===== src/rtl/cpu_fetch_pc.sv =====
// Fetch PC generator with a direct-mapped BTB and a one-deep output register.
// The predictor direction is qualified by a BTB hit before a target is followed.
module cpu_fetch_pc #(
    parameter logic [31:0] RESET_PC    = 32'h0000_0000,
    parameter int unsigned BTB_ENTRIES = 16
) (
    input  logic        clk,
    input  logic        rst,
    output logic [31:0] pred_addr,
    input  logic        pred_taken,
    input  logic        btb_update,
    input  logic [31:0] btb_update_pc,
    input  logic [31:0] btb_update_target,
    input  logic        redirect,
    input  logic [31:0] redirect_pc,
    output logic        out_valid,
    input  logic        out_ready,
    output logic [31:0] out_pc,
    output logic        out_pred_taken,
    output logic [31:0] out_pred_target
);

    localparam int unsigned IDX  = $clog2(BTB_ENTRIES);
    localparam int unsigned TAGW = 30 - IDX;

    logic [31:0]            pc_q, pc_d;
    logic                   out_valid_q, out_valid_d;
    logic [31:0]            out_pc_q, out_pc_d;
    logic                   out_pred_taken_q, out_pred_taken_d;
    logic [31:0]            out_pred_target_q, out_pred_target_d;

    logic [BTB_ENTRIES-1:0] btb_valid_q, btb_valid_d;
    logic [TAGW-1:0]        btb_tag_q [BTB_ENTRIES];
    logic [29:0]            btb_tgt_q [BTB_ENTRIES];

    logic [IDX-1:0]         rd_idx, wr_idx;
    logic [TAGW-1:0]        rd_tag, wr_tag;
    logic [31:0]            btb_target;
    logic                   hit, pred_use, advance;
    logic                   unused_addr_bits;

    assign rd_idx     = pc_q[IDX+1:2];
    assign rd_tag     = pc_q[31:IDX+2];
    assign wr_idx     = btb_update_pc[IDX+1:2];
    assign wr_tag     = btb_update_pc[31:IDX+2];
    assign btb_target = {btb_tgt_q[rd_idx], 2'b00};

    assign hit      = btb_valid_q[rd_idx] && (btb_tag_q[rd_idx] == rd_tag);
    assign pred_use = pred_taken && hit;
    assign advance  = !out_valid_q || out_ready;

    assign unused_addr_bits = ^{redirect_pc[1:0], btb_update_pc[1:0],
                                btb_update_target[1:0]};

    always_comb begin
        pc_d              = pc_q;
        out_valid_d       = out_valid_q;
        out_pc_d          = out_pc_q;
        out_pred_taken_d  = out_pred_taken_q;
        out_pred_target_d = out_pred_target_q;
        if (redirect) begin
            // The lookup in flight is dropped along with any held packet.
            pc_d        = {redirect_pc[31:2], 2'b00};
            out_valid_d = 1'b0;
        end else if (advance) begin
            out_valid_d       = 1'b1;
            out_pc_d          = {pc_q[31:2], 2'b00};
            out_pred_taken_d  = pred_use;
            out_pred_target_d = hit ? btb_target : 32'h0;
            pc_d              = pred_use ? btb_target : pc_q + 32'd4;
        end
    end

    always_comb begin
        btb_valid_d = btb_valid_q;
        if (btb_update) begin
            btb_valid_d[wr_idx] = 1'b1;
        end
    end

    always_ff @(posedge clk) begin
        if (rst) begin
            pc_q              <= {RESET_PC[31:2], 2'b00};
            out_valid_q       <= 1'b0;
            out_pc_q          <= 32'h0;
            out_pred_taken_q  <= 1'b0;
            out_pred_target_q <= 32'h0;
            btb_valid_q       <= '0;
        end else begin
            pc_q              <= pc_d;
            out_valid_q       <= out_valid_d;
            out_pc_q          <= out_pc_d;
            out_pred_taken_q  <= out_pred_taken_d;
            out_pred_target_q <= out_pred_target_d;
            btb_valid_q       <= btb_valid_d;
        end
    end

    // Tag and target payload is qualified by the valid bits, so no reset.
    always_ff @(posedge clk) begin
        if (btb_update && !rst) begin
            btb_tag_q[wr_idx] <= wr_tag;
            btb_tgt_q[wr_idx] <= btb_update_target[31:2];
        end
    end

    assign pred_addr       = pc_q;
    assign out_valid       = out_valid_q;
    assign out_pc          = out_pc_q;
    assign out_pred_taken  = out_pred_taken_q;
    assign out_pred_target = out_pred_target_q;

endmodule


===== config.mk =====
export PLATFORM = sky130hd
export DESIGN_NAME = cpu_fetch_pc
export DESIGN_NICKNAME = d
export VERILOG_FILES = /design/src/rtl/cpu_fetch_pc.sv
export SDC_FILE = /design/constraint.sdc
export NUM_CORES = 1
export LEC_CHECK = 0
export ABC_AREA = 0
export CAP_MARGIN = 15
export CORE_AREA = 3 3 394 279
export CTS_CLUSTER_SIZE = 14
export DETAILED_ROUTE_END_ITERATION = 8
export DIE_AREA = 0 0 397 282
export GPL_TIMING_DRIVEN = 0
export PLACE_DENSITY_LB_ADDON = 0.15
export SLEW_MARGIN = 0
export SYNTH_ARGS = -nofsm -noshare
export SYNTH_HDL_FRONTEND = slang
export SYNTH_SLANG_ARGS = --single-unit

===== constraint.sdc =====
create_clock -name clk -period 14 [get_ports clk]
set_input_delay 1.4 -clock clk [delete_from_list [all_inputs] [get_ports clk]]
set_output_delay 1.4 -clock clk [all_outputs]
set_load 0.05 [all_outputs]

**Run 1: congestion heat map**

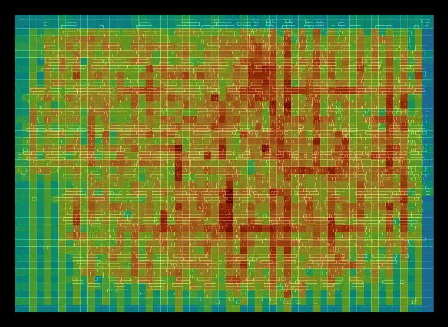
GRT Max-Usage Layer: met1
total track usage: 0.2355
routing usage on met2: 0.3407
post-layout util: 0.4571

**Run 1: the metal 2 layer**

(1 px per um)
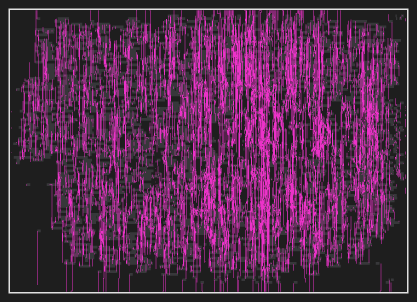
2406 nets have wire on it. The wires run mostly vertical. The layer carries 57.5 mm of wire.
final WL: 132800 um
via count: 23640

**Run 1: pin placement**

(1 px per um) Pins as bars across the die edge, other pins in gray.
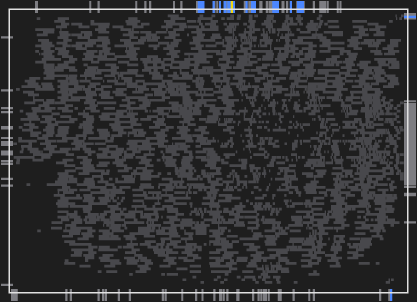
Key: yellow = `redirect` [pins 1, direction input, edge top]; blue = `out_pred_target` [pins 32, direction output, edge 30 top, 1 bottom, 1 right]
All pins by edge: 73 top, 69 right, 40 bottom, 18 left.
Port Buffers: 188
Die Y-Extent: 282 um
die width: 397 um

**Run 1: met3 routing**

(1 px per um)
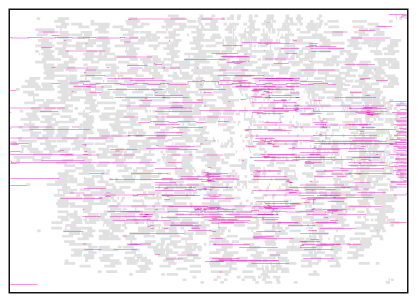
385 nets have wire on it. The longest straight run is 145 um. The layer carries 11200 um of wire. The wires run mostly horizontal. The layer holds 8.5% of the routed length.
met3 GRT Util: 0.05081

==> flow_metrics.tcl, run 1 <==
# yosys + openroad results
set metrics [dict create \
    layout_top_cell "edfxtp_1" \
    final_nets 2672 \
    worst-endpoint-arrival_ns 6.02 \
    p_int_mw 5.020 \
    setup.worst_path.start_class "register" \
    maxSlewHeadroom 0.1781 \
    seqPwrFrac 0.505 \
    flop_cell "edfxtp_1" \
    syn_inst 2196 \
    drive_above_1_share 0.2147 \
    die_area_sq_um 112000 \
    async_flop_share 0 \
    r2r_setup_slack_ns 8.51 \
    ys.flops 1010 \
    min_period_ns 5.488 \
    netlist_area_sq_um 40250 \
    htreeDepth 3 \
    cap_viol_max_count 0 \
    antenna_found_initial 6 \
    aoi_share 0.04299 \
    clk_pin_slew_ns 0.06 \
    wl_per_cell_um 32.54 \
    cts_hold_buffers 0 \
    hold-path-endpoint "btb_valid_q[11]" \
    min_from "btb_valid_q[11]" \
    synth-edff-count 896 \
    hold_slack_ns 0.4491 \
    clk_path_buf_depth 3 \
    ant_nets 0 \
    p_sw_frac 0.2422 \
    ys_seq_frac 0.7251 \
    core_sq_um 106200 \
    dpl_cell_area_sq_um 45370 \
    critPathMaxFanout 10 \
    irDropWorstVdd_mv 0.1007 \
    drc 0 \
    grt_pass1_wl_um 183300 \
    skew_ns 0.03501 \
    setup_viol 0 \
    post-route-period-util 0.3920 \
    via_per_inst 5.792 \
    fin_area_sq_um 48550 \
    hold_depth 1 \
    ys_types 83 \
    setup-tns-final_ns 0 \
    clkPwrFrac 0.396 \
    yosys_cells 2196 \
    rows 100 \
    worstReg2RegEnd "pred_addr[18]" \
    cts_buffers 100 \
    mux_share 0.1538 \
    powerDensity_nw_per_um2 136.4 \
    grt_pass1_vias 22940 \
    comb_power_share 0.099 \
    area_growth_pct 20.62 \
    place_congestion 0.8971 \
    rsz0062_at_grt "no" \
    overflow 0 \
    most_common_cell "edfxtp_1" \
    slew_violations 0 \
    core_util_floorplan 0.3789 \
    drt_iter0_markers 2636 \
    outcome "complete, no violations" \
    max_slew.worst_pin.slew_ns 1.233 \
    clock.latency.late_pin_ns 0.71 \
    ys_top_cells_by_area "edfxtp_1 67%, mux4_2 12%, dfxtp_1 5.7%, mux2i_1 2.1%, nand2_1 1.4%" \
    p_leak_nw 15.44 \
    hold_class "register to register" \
    top_area_cell "edfxtp_1" \
    fmaxAchievable_mhz 182.2 \
    adder_share 0.0003108 \
    first_pass_iters 6 \
    warnings 33 \
    syn_avg_cell_area_sq_um 18.33 \
    yosys-stat-area_sq_um 40250 \
    crit_path_end_kind "register" \
    crit_path_end "pred_addr[18]" \
    root_buffer "clkbuf_16" \
    dp_hpwl_um 93960 \
    xor_share 0.006310 \
    power.total_mw 6.625 \
    critPathKind "register to register" \
    top_cell_area_share 0.6684 \
    ys_top_cells_by_count "896 x edfxtp_1, 221 x mux4_2, 146 x nand2_1" \
    worstRegToRegCells 12 \
    ctsResizeCount 0 \
    clock-sinks 1010 \
    io_pins 200 \
    power.switching_mw 1.604 \
    ys_warn_count 0 \
    grt_max_degree 20 \
    postCtsSetupBuffers 0 \
    lay_top_cells "896 x edfxtp_1, 221 x mux4_2, 188 x clkdlybuf4s50_1" \
    hold_violations 0 \
    ys_top_logic_family "multiplexers" \
    required_ns 14.53 \
    cts_tree "yes" \
    ys_sh_simple 0.05138 \
]
-- run 1: through the flow --
stage,instances,setup slack [ns]
floorplan,2199,7.660
global placement,3815,0.1777
detailed placement,3895,8.572
CTS,4078,8.541
global route,4078,8.227
finish,4082,8.512
-- run 1: layout make-up --
class                           count  area, sq um
Clock inverter                     70        585.6
Timing Repair Buffer              268         3211
Tap cell                         1428         1787
Multi-Input combinational cell   1028        10380
Antenna cell                        4        10.01
Buffer                            146        750.7
Inverter                           15        56.30
Sequential cell                  1010        29190
Clock buffer                      113         2582
Fill cell                        9166        57670
-- run 1: metal layers --
layer / wire [um] / GRT usage / share of wire
met5: 31 / 0 / 0.00023
met1: 61830 / 0.3684 / 0.47
met4: 2243 / 0.04101 / 0.017
met3: 11240 / 0.05081 / 0.085
met2: 57500 / 0.3407 / 0.43
-- run 1: flip-flops by register name (all words and copies together) (netlist names), named ones only --
signal	cells
btb_tgt_q	480
out_valid	1
out_pred_taken	1
btb_valid_q	16
out_pred_target	30
out_pc	30
pred_addr	32
btb_tag_q	416
-- run 1: power groups by stage --
| stage | registers [mW] | clock network [mW] | logic [mW] |
|---|---|---|---|
| after floorplan | 3.43 | 0 | 0.327 |
| after global placement | 3.41 | 0 | 0.632 |
| after detailed placement | 3.41 | 0 | 0.652 |
| after CTS | 3.34 | 2.67 | 0.654 |
| after global routing | 3.35 | 2.80 | 0.688 |
| final | 3.34 | 2.62 | 0.656 |
-- run 1: worst max-delay path: stages, from the launching register on --
cell	delay, ns
dfxtp_1	0.48
buf_1	0.66
buf_1	0.90
mux4_2	0.39
mux2i_1	0.09
mux2i_1	0.69
xor2_1	0.19
nor3_1	0.30
nand4_1	0.20
nor4_4	0.42
buf_4	0.32
nand3_1	0.13
a311oi_1	0.53
==> run 2: changes to the inputs <==
==> constraint.sdc (replaced) <==
create_clock -name clk -period 5.6 [get_ports clk]
set_input_delay 0.56 -clock clk [delete_from_list [all_inputs] [get_ports clk]]
set_output_delay 0.56 -clock clk [all_outputs]
set_load 0.05 [all_outputs]
**Run 2: pin placement**

(1 px per um) Pins as bars across the die edge, other pins in gray.
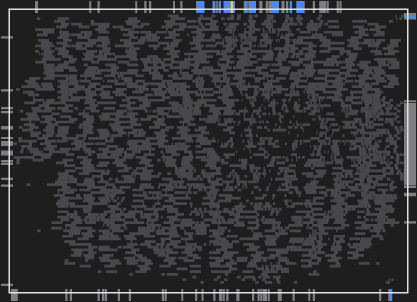
Key: blue = `out_pred_target` [pins 32, direction output, edge 30 top, 1 bottom, 1 right]; yellow = `redirect` [pins 1, direction input, edge top]
All pins by edge: 73 top, 69 right, 40 bottom, 18 left.

**Run 2: the metal 2 layer**

(1 px per um)
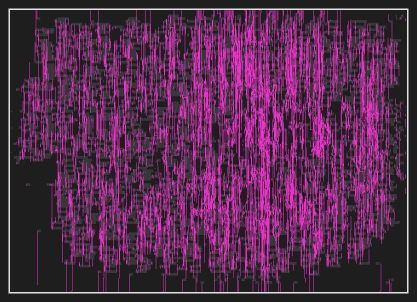
The layer carries 57.5 mm of wire. The layer holds 43% of the routed length.
via count: 23650
final WL: 132800 um

==> run 2 against run 1 <==
Against the previous run: combinational power grew to 2.5 times the previous value; synthesized area is the same; non-clock buffer count is the same; count of clock-buffer cells in the layout is the same; cell count is the same; routed wire length is essentially flat; critical endpoint unchanged; largest cell class unchanged; largest power group unchanged; highest routed layer unchanged.
==> flow_metrics.tcl, run 2 <==
# yosys + openroad results
set metrics [dict create \
    outcome "complete, no violations" \
    die.size.y_um 282 \
    first_pass_iters 5 \
    cts_tree "yes" \
    fp.dieW_um 397 \
    grt_pass1_vias 22940 \
    yosys-stat-area_sq_um 40250 \
    root_buffer "clkbuf_16" \
    ys.flops 1010 \
    hold_slack_ns 0.4491 \
    via_per_inst 5.793 \
    clock.latency.late_pin_ns 0.71 \
    ant_nets 0 \
    registers.top_by_ff_count "btb_tgt_q" \
    dpl_cell_area_sq_um 45370 \
    fin_area_sq_um 48550 \
    rows 100 \
    async_flop_share 0 \
    layout_top_cell "edfxtp_1" \
    p_leak_nw 15.45 \
    place_congestion 0.8971 \
    final_util 0.4571 \
    grt_max_degree 20 \
    rsz0062_at_grt "no" \
    xor_share 0.006310 \
    ys_top_cells_by_count "896 x edfxtp_1, 221 x mux4_2, 146 x nand2_1" \
    synth-edff-count 896 \
    mux_share 0.1538 \
    r2r_setup_slack_ns 0.31 \
    numPortBuffers 188 \
    setup_viol 0 \
    warnings 33 \
    pre_cts_slack_ns 0.1716 \
    post-route-period-util 0.9452 \
    critPathMaxFanout 10 \
    comb_area_sq_um 10380 \
    cts_hold_buffers 0 \
    final_nets 2672 \
    seqCellArea_sq_um 29190 \
    ys_seq_frac 0.7251 \
    worstRegToRegCells 14 \
    clk_path_buf_depth 3 \
    overflow 0 \
    maxSlewHeadroom 0.1796 \
    critPathKind "register to register" \
    flop_cell "edfxtp_1" \
    ctsResizeCount 0 \
    area_growth_pct 20.62 \
    setup-tns-final_ns 0 \
    max_slew.worst_pin.slew_ns 1.231 \
    antenna_found_initial 6 \
    syn_inst 2196 \
    hold_class "register to register" \
    cts_buffers 100 \
    ys_types 83 \
    drt_iter0_markers 2636 \
    core_sq_um 106200 \
    skew_ns 0.03459 \
    hold_depth 1 \
    top_area_cell "edfxtp_1" \
    ys_sh_simple 0.05138 \
    slew_violations 0 \
    powerDensity_nw_per_um2 341.1 \
    ys_top_cells_by_area "edfxtp_1 67%, mux4_2 12%, dfxtp_1 5.7%, mux2i_1 2.1%, nand2_1 1.4%" \
    netlist_area_sq_um 40250 \
    place_inst 3895 \
    wl_per_cell_um 32.54 \
    clock-sinks 1010 \
    aoi_share 0.04299 \
    syn_avg_cell_area_sq_um 18.33 \
    min_period_ns 5.293 \
    adder_share 0.0003108 \
    finalNonFillerCells 4082 \
    clk_pin_slew_ns 0.06 \
    power.total_mw 16.56 \
    htreeDepth 3 \
    io_pins 200 \
    drive_above_1_share 0.2151 \
    most_common_cell "edfxtp_1" \
    cap_viol_max_count 0 \
    grt_pass1_wl_um 183300 \
    hold_violations 0 \
    final.fill_count 9165 \
    dp_hpwl_um 93960 \
    hold-path-endpoint "btb_valid_q[11]" \
    setup.worst_path.start_class "register" \
    postCtsSetupBuffers 0 \
    drc 0 \
    top_cell_area_share 0.6684 \
    grt_use_total 0.2355 \
    largest_register_ff_count 480 \
    required_ns 6.13 \
    irDropWorstVdd_mv 0.2518 \
    die_area_sq_um 112000 \
    worst-endpoint-arrival_ns 5.83 \
    yosys_cells 2196 \
    lay_top_cells "896 x edfxtp_1, 221 x mux4_2, 188 x clkdlybuf4s50_1" \
    setup_ws_ns 0.3071 \
    worstReg2RegEnd "pred_addr[18]" \
    fmaxAchievable_mhz 188.9 \
    crit_path_end_kind "register" \
    ys_top_logic_family "multiplexers" \
    ys_warn_count 0 \
    min_from "btb_valid_q[11]" \
    core_util_floorplan 0.3789 \
]
-- run 2: layout make-up --
cell class,instances,share of cell area
inverter,15,0.001160
sequential,1010,0.6011
antenna,4,0.0002062
clock buffer,113,0.05319
tap,1428,0.03680
multi-input combinational,1028,0.2138
clock inverter,70,0.01206
buffer,146,0.01549
timing repair buffer,268,0.06612
-- run 2: worst max-delay path by stage --
stage,from,end,slack [ns]
global placement,rst,btb_tag_q[0][18],-7.38
finish,register,pred_addr[18],0.31
global route,register,pred_addr[6],0.06
floorplan,rst,btb_tag_q[0][0],0.10
detailed placement,register,pred_addr[6],0.17
CTS,register,pred_addr[6],0.14
-- run 2: where the power goes --
group	total (mW)	internal [mW]	switching, mW
Combinational	1.64	0.606	1.03
Sequential	8.36	8.30	0.0610
Clock	6.56	3.64	2.92
Total	16.6	12.6	4.01
-- run 2: routing by layer --
metal,wire (um),track usage,vias up,share of wire
met5,31,0,-,0.00023
met4,2226,0.04101,4,0.017
met3,11260,0.05081,149,0.085
met2,57510,0.3407,1069,0.43
met1,61800,0.3684,12750,0.47
li1,-,-,9672,-
-- run 2: worst max-delay path, cell delays in order, from the launching register on --
cell and delay [ns]:
dfxtp_1 0.31, buf_6 0.15, buf_6 0.17, buf_2 0.25, inv_1 0.27, clkbuf_1 0.94
mux2i_1 0.23, mux2i_1 0.69, xor2_1 0.19, nor3_1 0.30, nand4_1 0.20, nor4_4 0.42
buf_4 0.32, nand3_1 0.13, a311oi_1 0.53
Power and IR drop assume default switching activity.
